===== config.mk =====
export PLATFORM = sky130hd
export DESIGN_NAME = wb_stage
export DESIGN_NICKNAME = d
export VERILOG_FILES = /design/src/rtl/wb_stage.sv
export SDC_FILE = /design/constraint.sdc
export NUM_CORES = 1
export LEC_CHECK = 0
export ABC_CLOCK_PERIOD_IN_PS = 2600
export CELL_PAD_IN_SITES_DETAIL_PLACEMENT = 1
export CELL_PAD_IN_SITES_GLOBAL_PLACEMENT = 1
export CORE_UTILIZATION = 25
export CTS_CLUSTER_DIAMETER = 120
export CTS_CLUSTER_SIZE = 30
export DETAILED_ROUTE_END_ITERATION = 7
export PLACE_DENSITY = 0.69
export SLEW_MARGIN = 25
export SYNTH_ARGS = -nofsm -noshare
export SYNTH_HDL_FRONTEND = slang
export SYNTH_SLANG_ARGS = --single-unit

===== constraint.sdc =====
create_clock -name clk -period 2.6 [get_ports clk]
set_clock_uncertainty 0.1 [all_clocks]
set_input_delay 0.65 -clock clk [delete_from_list [all_inputs] [get_ports clk]]
set_output_delay 0.65 -clock clk [all_outputs]
set_load 0.005 [all_outputs]

===== src/rtl/wb_stage.sv =====
// rtl/wb_stage.sv - MEM/WB write-back stage; optional sub-word load extraction under WB_LOAD_EXT_EN
module wb_stage #(
    parameter int DATA_W     = 32,
    parameter int REG_ADDR_W = 5,
    parameter int CNT_W      = 32
) (
    input  logic                  clk,
    input  logic                  rst,
    input  logic                  stall,
    input  logic                  flush,
    input  logic                  in_valid,
    input  logic                  in_reg_write,
    input  logic [1:0]            in_wb_sel,
    input  logic [REG_ADDR_W-1:0] in_rd,
    input  logic [DATA_W-1:0]     in_alu,
    input  logic [DATA_W-1:0]     in_mem,
    input  logic [DATA_W-1:0]     in_link,
    input  logic [DATA_W-1:0]     in_imm,
    input  logic [1:0]            in_size,
    input  logic                  in_unsigned,
    input  logic [1:0]            in_boff,
    output logic                  rf_we,
    output logic [REG_ADDR_W-1:0] rf_waddr,
    output logic [DATA_W-1:0]     rf_wdata,
    output logic                  wb_valid,
    output logic [CNT_W-1:0]      retired
);

    logic                  r_valid;
    logic                  r_reg_write;
    logic [1:0]            r_wb_sel;
    logic [REG_ADDR_W-1:0] r_rd;
    logic [DATA_W-1:0]     r_alu;
    logic [DATA_W-1:0]     r_mem;
    logic [DATA_W-1:0]     r_link;
    logic [DATA_W-1:0]     r_imm;
    logic [CNT_W-1:0]      r_retired;

    logic                  w_load;
    logic                  w_leave;
    logic [DATA_W-1:0]     w_load_data;

    // Data fields capture on flush too; the cleared valid bit keeps them from writing.
    assign w_load  = flush | ~stall;
    // The held instruction leaves when the stage advances; flush overrides a stall.
    assign w_leave = r_valid & w_load;

    // Valid bit: reset, squash on flush, hold on stall, otherwise follow MEM stage.
    always_ff @(posedge clk) begin
        if (rst) begin
            r_valid <= 1'b0;
        end else if (flush) begin
            r_valid <= 1'b0;
        end else if (!stall) begin
            r_valid <= in_valid;
        end
    end

    // Payload registers: cleared on reset so write-port outputs are never X.
    always_ff @(posedge clk) begin
        if (rst) begin
            r_reg_write <= 1'b0;
            r_wb_sel    <= 2'b00;
            r_rd        <= '0;
            r_alu       <= '0;
            r_mem       <= '0;
            r_link      <= '0;
            r_imm       <= '0;
        end else if (w_load) begin
            r_reg_write <= in_reg_write;
            r_wb_sel    <= in_wb_sel;
            r_rd        <= in_rd;
            r_alu       <= in_alu;
            r_mem       <= in_mem;
            r_link      <= in_link;
            r_imm       <= in_imm;
        end
    end

    // Retired-instruction counter, counts every leaving instruction and wraps.
    always_ff @(posedge clk) begin
        if (rst) begin
            r_retired <= '0;
        end else if (w_leave) begin
            r_retired <= r_retired + CNT_W'(1);
        end
    end

`ifdef WB_LOAD_EXT_EN
    logic [1:0] r_size;
    logic       r_unsigned;
    logic [1:0] r_boff;
    logic [7:0] w_byte;
    logic [15:0] w_half;

    // Load-shape fields travel with the rest of the payload.
    always_ff @(posedge clk) begin
        if (rst) begin
            r_size     <= 2'b00;
            r_unsigned <= 1'b0;
            r_boff     <= 2'b00;
        end else if (w_load) begin
            r_size     <= in_size;
            r_unsigned <= in_unsigned;
            r_boff     <= in_boff;
        end
    end

    // Big-endian lane pick and sign/zero extension; size 11 behaves as a word.
    always_comb begin
        w_byte      = r_mem[31:24];
        w_half      = r_boff[1] ? r_mem[15:0] : r_mem[31:16];
        w_load_data = r_mem;
        case (r_boff)
            2'd0:    w_byte = r_mem[31:24];
            2'd1:    w_byte = r_mem[23:16];
            2'd2:    w_byte = r_mem[15:8];
            default: w_byte = r_mem[7:0];
        endcase
        case (r_size)
            2'b00:   w_load_data = {{(DATA_W-8){~r_unsigned & w_byte[7]}}, w_byte};
            2'b01:   w_load_data = {{(DATA_W-16){~r_unsigned & w_half[15]}}, w_half};
            default: w_load_data = r_mem;
        endcase
    end
`else
    logic w_unused_ext;
    assign w_unused_ext = ^{in_size, in_unsigned, in_boff};
    assign w_load_data  = r_mem;
`endif

    // Write-back source select from registered operands.
    always_comb begin
        rf_wdata = r_alu;
        case (r_wb_sel)
            2'b00:   rf_wdata = r_alu;
            2'b01:   rf_wdata = w_load_data;
            2'b10:   rf_wdata = r_link;
            default: rf_wdata = r_imm;
        endcase
    end

    // A reset edge discards the instruction, so it must not write either.
    assign rf_we    = w_leave & r_reg_write & (r_rd != '0) & ~rst;
    assign rf_waddr = r_rd;
    assign wb_valid = r_valid;
    assign retired  = r_retired;

endmodule

**Nets reached from selected ports**

The bar under the picture is 50 um long.
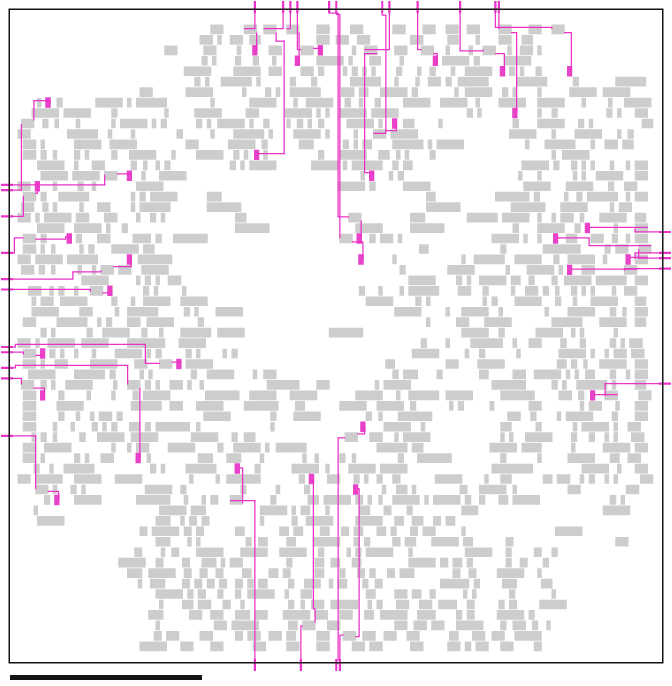
Key: magenta = in_mem [bits 32, direction input, end cells 32, buffers 32, wire 1030 um]

==> run notes <==
fresh numbers from the pnr run: Layout Cell Area excl Fill 0.0103 sq mm, number of ports placed on the die boundary 217, power dissipated by switching net loads 1.60 mW, XOR-XNOR Cells, Area Fraction 0.00873, run status finished clean, crit start category register, power in sequential cells 2.79 mW, Top Usage Layer GRT met2, fin worst setup slack 0.0695 ns, routed via count divided by cell count 4.64, placed standard-cell area 0.00966 sq mm, capturing element type of the critical path output port, number of warnings reported in the yosys synthesis log 0, Die Size 0.0288 sq mm, top post-synthesis cells by area dfxtp_1 (48%), nand2_1 (15%), a21oi_1 (11%), fraction of layout cells with a size suffix above 1 0.126, number of storage elements in the synthesis netlist 169, post-synthesis async set-or-reset flop share 0, Hold Path End r_imm[17]$_SDFFE_PP0N_, First DRT Iteration DRCs 360, DR WL met3 1430 um, aggregate global routing overflow 0, horizontal die dimension 170 um, starting utilization of the core area 0.258, largest incremental delay on the critical path 0.51 ns, net count of the mapped netlist 968, flop count 169, multi-input gate share of total cell area 0.328, type of the worst setup path reg -> out, measured slew at the worst slew-check pin 0.819 ns, Top FF cell, synth dfxtp_1, RSZ-0062 raised after global routing false, Worst Path Required 1.85 ns, average footprint of a synthesized cell 8.55 sq um, number of levels the H-tree was split into 4, row count 60, Mapped Area 0.00702 sq mm, GR met3 Demand/Resource 0.0511, wl on met1 10100 um, capture point of the worst path rf_wdata[24], yosys cell count 821, hold buffers post-CTS 0, Clock Tree Buf Depth 2, Slowest cell on crit path mux4_2, switching power share of the total 0.259, Root Buffer Master clkbuf_16, clock share of power 0.419, Hold Worst Slack 0.350 ns, IO Port Bufs 211, setup tns final 0 ns
**Cells colored by class**

Fill, decap, tap and diode cells in gray.
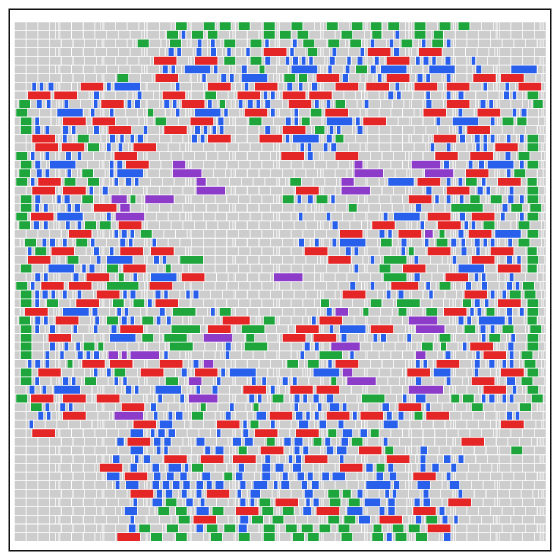
Key: red = registers [cells 169]; green = remaining buffers and delay cells [cells 248]; purple = clock drivers and dummy loads [cells 32]; blue = remaining logic cells [cells 591]
final core utilization: 0.380
Core Footprint: 0.0273 sq mm

Power is estimated from default activity; no workload was simulated.
